[config.mk]
export PLATFORM = sky130hd
export DESIGN_NAME = mem_access_unit
export DESIGN_NICKNAME = d
export VERILOG_FILES = /design/src/rtl/cpu_pkg.sv /design/src/rtl/load_extend.sv /design/src/rtl/mem_access_unit.sv
export SDC_FILE = /design/constraint.sdc
export NUM_CORES = 1
export LEC_CHECK = 0
export ABC_AREA = 1
export CORE_MARGIN = 10
export CORE_UTILIZATION = 44
export DETAILED_ROUTE_END_ITERATION = 8
export PLACE_DENSITY_LB_ADDON = 0.1
export SKIP_CTS_REPAIR_TIMING = 1
export SYNTH_ARGS = -nofsm -noshare
export SYNTH_HDL_FRONTEND = slang
export SYNTH_SLANG_ARGS = --single-unit
[constraint.sdc]
create_clock -name CLK -period 2 [get_ports CLK]
set_clock_uncertainty 0.05 [all_clocks]
set_input_delay 0.3 -clock CLK [delete_from_list [all_inputs] [get_ports CLK]]
set_output_delay 0.3 -clock CLK [all_outputs]
set_load 0.02 [all_outputs]
[src/rtl/cpu_pkg.sv]
// cpu_pkg: shared definitions for the data-memory access path.
// Contents: funct3 load/store encodings, access FSM state enum, byte-lane
// mask helper and access-legality helper.
package cpu_pkg;

  localparam logic [2:0] F3_B  = 3'b000;
  localparam logic [2:0] F3_H  = 3'b001;
  localparam logic [2:0] F3_W  = 3'b010;
  localparam logic [2:0] F3_BU = 3'b100;
  localparam logic [2:0] F3_HU = 3'b101;

  typedef enum logic [1:0] {
    IDLE = 2'd0,
    REQ  = 2'd1,
    DONE = 2'd2
  } state_e;

  // Byte lanes touched by an access of the given size at byte offset off.
  function automatic logic [3:0] lane_mask(input logic [2:0] f3, input logic [1:0] off);
    logic [3:0] m;
    case (f3)
      F3_B, F3_BU: m = 4'(4'b0001 << off);
      F3_H, F3_HU: m = 4'(4'b0011 << off);
      default:     m = 4'b1111;
    endcase
    return m;
  endfunction

  // Reserved encodings, unsigned stores, both commands at once, misalignment.
  function automatic logic illegal_access(input logic rd, input logic wr,
                                          input logic [2:0] f3, input logic [1:0] lo);
    logic bad;
    bad = rd & wr;
    case (f3)
      F3_B:    bad = bad;
      F3_BU:   bad = bad | wr;
      F3_H:    bad = bad | lo[0];
      F3_HU:   bad = bad | wr | lo[0];
      F3_W:    bad = bad | (lo != 2'b00);
      default: bad = 1'b1;
    endcase
    return bad;
  endfunction

endpackage

[src/rtl/load_extend.sv]
// load_extend: selects the addressed byte/halfword of a read word and
// sign- or zero-extends it to 32 bits.
// Ports: rdata_i (read word), offset_i (addr[1:0]), funct3_i (size/sign),
//        result_o (extended load value, combinational).
module load_extend
  import cpu_pkg::*;
(
  input  logic [31:0] rdata_i,
  input  logic [1:0]  offset_i,
  input  logic [2:0]  funct3_i,
  output logic [31:0] result_o
);

  logic [7:0]  byte_sel;
  logic [15:0] half_sel;

  always_comb begin
    case (offset_i)
      2'd0:    byte_sel = rdata_i[7:0];
      2'd1:    byte_sel = rdata_i[15:8];
      2'd2:    byte_sel = rdata_i[23:16];
      default: byte_sel = rdata_i[31:24];
    endcase
    half_sel = offset_i[1] ? rdata_i[31:16] : rdata_i[15:0];

    case (funct3_i)
      F3_B:    result_o = {{24{byte_sel[7]}}, byte_sel};
      F3_BU:   result_o = {24'h000000, byte_sel};
      F3_H:    result_o = {{16{half_sel[15]}}, half_sel};
      F3_HU:   result_o = {16'h0000, half_sel};
      default: result_o = rdata_i;
    endcase
  end

endmodule

[src/rtl/mem_access_unit.sv]
// mem_access_unit: data-memory access stage of the multi-cycle CPU.
// Accepts a load/store command pulse, checks legality, drives the data-memory
// req/ready handshake with lane-aligned data and byte enables, extends load
// data into the MDR and reports completion/error. All outputs are registered.
// Ports: CLK/RST (sync active-high), start/mem_read/mem_write/funct3/addr/wdata
//        (command), dm_* (memory port), busy/done/err/mdr (status to FSM).
module mem_access_unit
  import cpu_pkg::*;
#(
  parameter int unsigned TIMEOUT = 16
) (
  input  logic        CLK,
  input  logic        RST,
  input  logic        start,
  input  logic        mem_read,
  input  logic        mem_write,
  input  logic [2:0]  funct3,
  input  logic [31:0] addr,
  input  logic [31:0] wdata,
  output logic        dm_req,
  output logic        dm_we,
  output logic [31:0] dm_addr,
  output logic [3:0]  dm_be,
  output logic [31:0] dm_wdata,
  input  logic        dm_ready,
  input  logic [31:0] dm_rdata,
  output logic        busy,
  output logic        done,
  output logic        err,
  output logic [31:0] mdr
);

  // Wait counter runs 0..TIMEOUT-1.
  localparam int unsigned CNT_W = (TIMEOUT > 1) ? $clog2(TIMEOUT) : 1;

  state_e            state_q, state_d;
  logic [CNT_W-1:0]  cnt_q, cnt_d;
  logic [2:0]        f3_q, f3_d;
  logic [1:0]        off_q, off_d;
  logic              load_q, load_d;
  logic              dm_req_q, dm_req_d;
  logic              dm_we_q, dm_we_d;
  logic [31:0]       dm_addr_q, dm_addr_d;
  logic [3:0]        dm_be_q, dm_be_d;
  logic [31:0]       dm_wdata_q, dm_wdata_d;
  logic              busy_q, busy_d;
  logic              done_q, done_d;
  logic              err_q, err_d;
  logic [31:0]       mdr_q, mdr_d;

  logic [31:0]       st_data;
  logic [31:0]       ld_val;

  // Extension uses the latched command, not the live inputs.
  load_extend u_load_extend (
    .rdata_i  (dm_rdata),
    .offset_i (off_q),
    .funct3_i (f3_q),
    .result_o (ld_val)
  );

  // Store aligner: replicate the store element across all lanes.
  always_comb begin
    case (funct3)
      F3_B:    st_data = {4{wdata[7:0]}};
      F3_H:    st_data = {2{wdata[15:0]}};
      default: st_data = wdata;
    endcase
  end

  // Next-state and registered-output logic.
  always_comb begin
    state_d    = state_q;
    cnt_d      = cnt_q;
    f3_d       = f3_q;
    off_d      = off_q;
    load_d     = load_q;
    dm_req_d   = dm_req_q;
    dm_we_d    = dm_we_q;
    dm_addr_d  = dm_addr_q;
    dm_be_d    = dm_be_q;
    dm_wdata_d = dm_wdata_q;
    done_d     = 1'b0;
    err_d      = 1'b0;
    mdr_d      = mdr_q;

    case (state_q)
      IDLE: begin
        if (start && (mem_read || mem_write)) begin
          f3_d   = funct3;
          off_d  = addr[1:0];
          load_d = mem_read & ~mem_write;
          cnt_d  = '0;
          if (illegal_access(mem_read, mem_write, funct3, addr[1:0])) begin
            state_d = DONE;
            done_d  = 1'b1;
            err_d   = 1'b1;
          end else begin
            state_d    = REQ;
            dm_req_d   = 1'b1;
            dm_we_d    = mem_write;
            dm_addr_d  = {addr[31:2], 2'b00};
            dm_be_d    = lane_mask(funct3, addr[1:0]);
            dm_wdata_d = mem_write ? st_data : 32'h0;
          end
        end
      end

      REQ: begin
        if (dm_ready || (cnt_q == CNT_W'(TIMEOUT - 1))) begin
          state_d    = DONE;
          done_d     = 1'b1;
          err_d      = ~dm_ready;
          cnt_d      = '0;
          dm_req_d   = 1'b0;
          dm_we_d    = 1'b0;
          dm_addr_d  = 32'h0;
          dm_be_d    = 4'h0;
          dm_wdata_d = 32'h0;
          if (dm_ready && load_q) begin
            mdr_d = ld_val;
          end
        end else begin
          cnt_d = cnt_q + CNT_W'(1);
        end
      end

      DONE: state_d = IDLE;

      default: state_d = IDLE;
    endcase

    busy_d = (state_d != IDLE);
  end

  // State and output registers.
  always_ff @(posedge CLK) begin
    if (RST) begin
      state_q    <= IDLE;
      cnt_q      <= '0;
      f3_q       <= 3'h0;
      off_q      <= 2'h0;
      load_q     <= 1'b0;
      dm_req_q   <= 1'b0;
      dm_we_q    <= 1'b0;
      dm_addr_q  <= 32'h0;
      dm_be_q    <= 4'h0;
      dm_wdata_q <= 32'h0;
      busy_q     <= 1'b0;
      done_q     <= 1'b0;
      err_q      <= 1'b0;
      mdr_q      <= 32'h0;
    end else begin
      state_q    <= state_d;
      cnt_q      <= cnt_d;
      f3_q       <= f3_d;
      off_q      <= off_d;
      load_q     <= load_d;
      dm_req_q   <= dm_req_d;
      dm_we_q    <= dm_we_d;
      dm_addr_q  <= dm_addr_d;
      dm_be_q    <= dm_be_d;
      dm_wdata_q <= dm_wdata_d;
      busy_q     <= busy_d;
      done_q     <= done_d;
      err_q      <= err_d;
      mdr_q      <= mdr_d;
    end
  end

  assign dm_req   = dm_req_q;
  assign dm_we    = dm_we_q;
  assign dm_addr  = dm_addr_q;
  assign dm_be    = dm_be_q;
  assign dm_wdata = dm_wdata_q;
  assign busy     = busy_q;
  assign done     = done_q;
  assign err      = err_q;
  assign mdr      = mdr_q;

endmodule

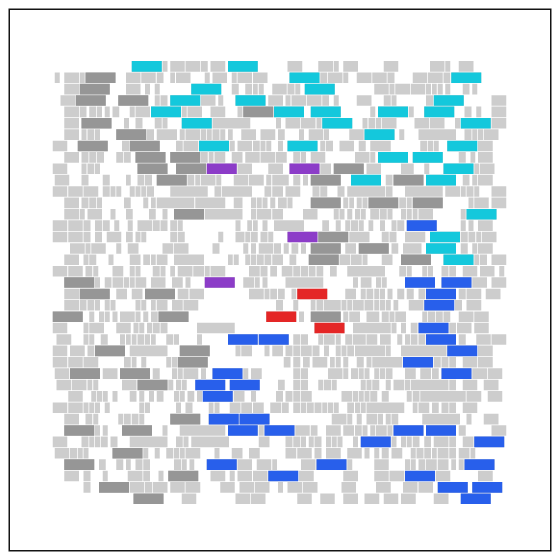
Fig. 1. Where the registers sit.
purple -> dm_be  # placed flops 4
red -> f3_q  # placed flops 3
blue -> mdr  # placed flops 32
cyan -> dm_addr  # placed flops 30
not coloured = 46
sequential power: 2380 uW
sequential portion of the cell area: 28.26%
Final Util: 70.75%
register area: 2302 sq um

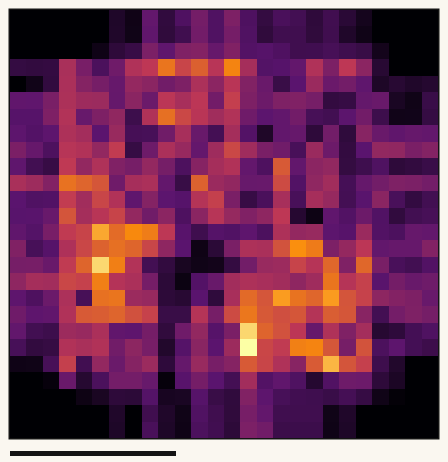
Fig. 2. Routed metal per tile.
Scale bar: 50 um. The die is cut into 26 by 26 equal tiles; black is low, pale yellow is high, scaled to the fullest tile. Values are wire area over tile area, all layers added.
mean over tiles = 0.18
tiles over half the peak = 13%
densest ninth of the die = middle left
fullest tile = 0.64
nearly empty tiles = 11%
Routed WL: 18,410 um
total track usage: 22.07%
Via Count: 5,826
drt wl/cell: 16.50 um

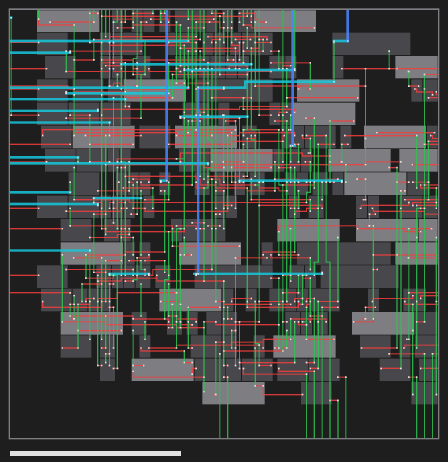
Fig. 3. A small window of the routed layout.
Scale bar: 20 um. Window x 7 to 57, y 7 to 57 um. Cells in grey, sequential cells in the stronger grey; small squares are vias.
blue -> metal 4
red -> metal 1
cyan -> metal 3
green -> metal 2
cells with their middle in the window = 174
most frequent = nor2_1 (42), clkdlybuf4s50_1 (36), dfxtp_1 (24)
netlist names of flops here include = dm_wdata (16), mdr (8)
sequential cells in the window = 24

==> results.cfg <==
; synthesis and place-and-route metrics
[status]
status = finished clean

[pwr]
switching_share_pct = 24.30
maxPowerGroup = the clock network
power_combinational_uw = 925

[setup_path]
critPathTopFamily = buffers and inverters
slowest_stage = clkdlybuf4s50_1
crit_type = flip-flop to output port
r2r_cells = 7

[logic_synthesis]
ys_types = 29
ys_seq_share_pct = 43.99
netlist.area_leader.share_pct = 43.99

[cts]
numCtsBuffers = 17
root_buffer = clkbuf_16
clkTransAtPathRegs_ns = 0.05

[cells_and_area]
layout_top_cells = 206 x clkdlybuf4s50_1, 198 x nand2_1, 115 x dfxtp_1, 99 x a21oi_1, 76 x nand3_1
comb_area_sq_um = 2429
antenna_cells = 0

[run]
warning_count = 26

[hold_path]
hp-class = input pin to flip-flop

[sta]
rsz0062_at_grt = no
tns_ns = 0
period_used_pct = 88.18

[placed_design]
dp_cells = 1084

[detailed_routing]
drc = 0

[floorplan]
die_x_um = 129.1
fp_util_pct = 45.45
die_y_um = 129.1
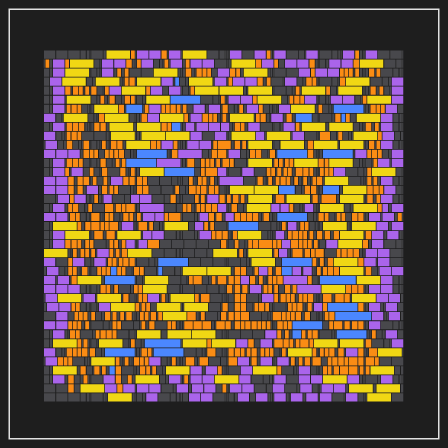
Fig. 4. Cell classes on the final placement.
Fill, decap, tap and diode cells in grey.
purple -> remaining buffers and delay cells  # cells 239, share of their area 30%
blue -> clock drivers and dummy loads  # cells 32, share of their area 7.7%
orange -> combinational and other logic  # cells 587, share of their area 33%
yellow -> sequential cells  # cells 115, share of their area 29%
Row Count: 39
total core area: 11,520 sq um

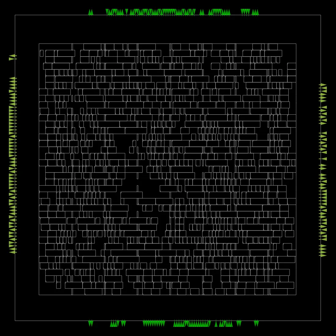
Fig. 5. Cell placement.
Finished Layout Cells: 1,116
num tapcells: 143

==> flip-flops by register name, indices dropped and copies added (netlist names) <==
signal and count:
dm_wdata 32, mdr 32, dm_addr 30, cnt_q 4
dm_be 4, f3_q 3, off_q 2, state_q 2
busy 1, dm_req 1, dm_we 1, done 1
err 1, load_q 1
==> area by class of cell <==
cell class                      instances  share of cell area (%)
Inverter                               64                   2.948
Tap cell                              143                   2.196
Multi-Input combinational cell        523                   29.81
Clock buffer                           24                   6.035
Sequential cell                       115                   28.26
Clock inverter                          8                   1.520
Timing Repair Buffer                  239                   29.24
==> through the flow <==
step                hold WS (ns)  cell area, sq um
floorplan                 0.3915              5238
global route              0.4040              8148
finish                    0.3879              8148
CTS                       0.3777              8148
global placement          0.3971              7532
detailed placement        0.4042              7532
No activity file was given, so power comes from the tool's default toggle rates.
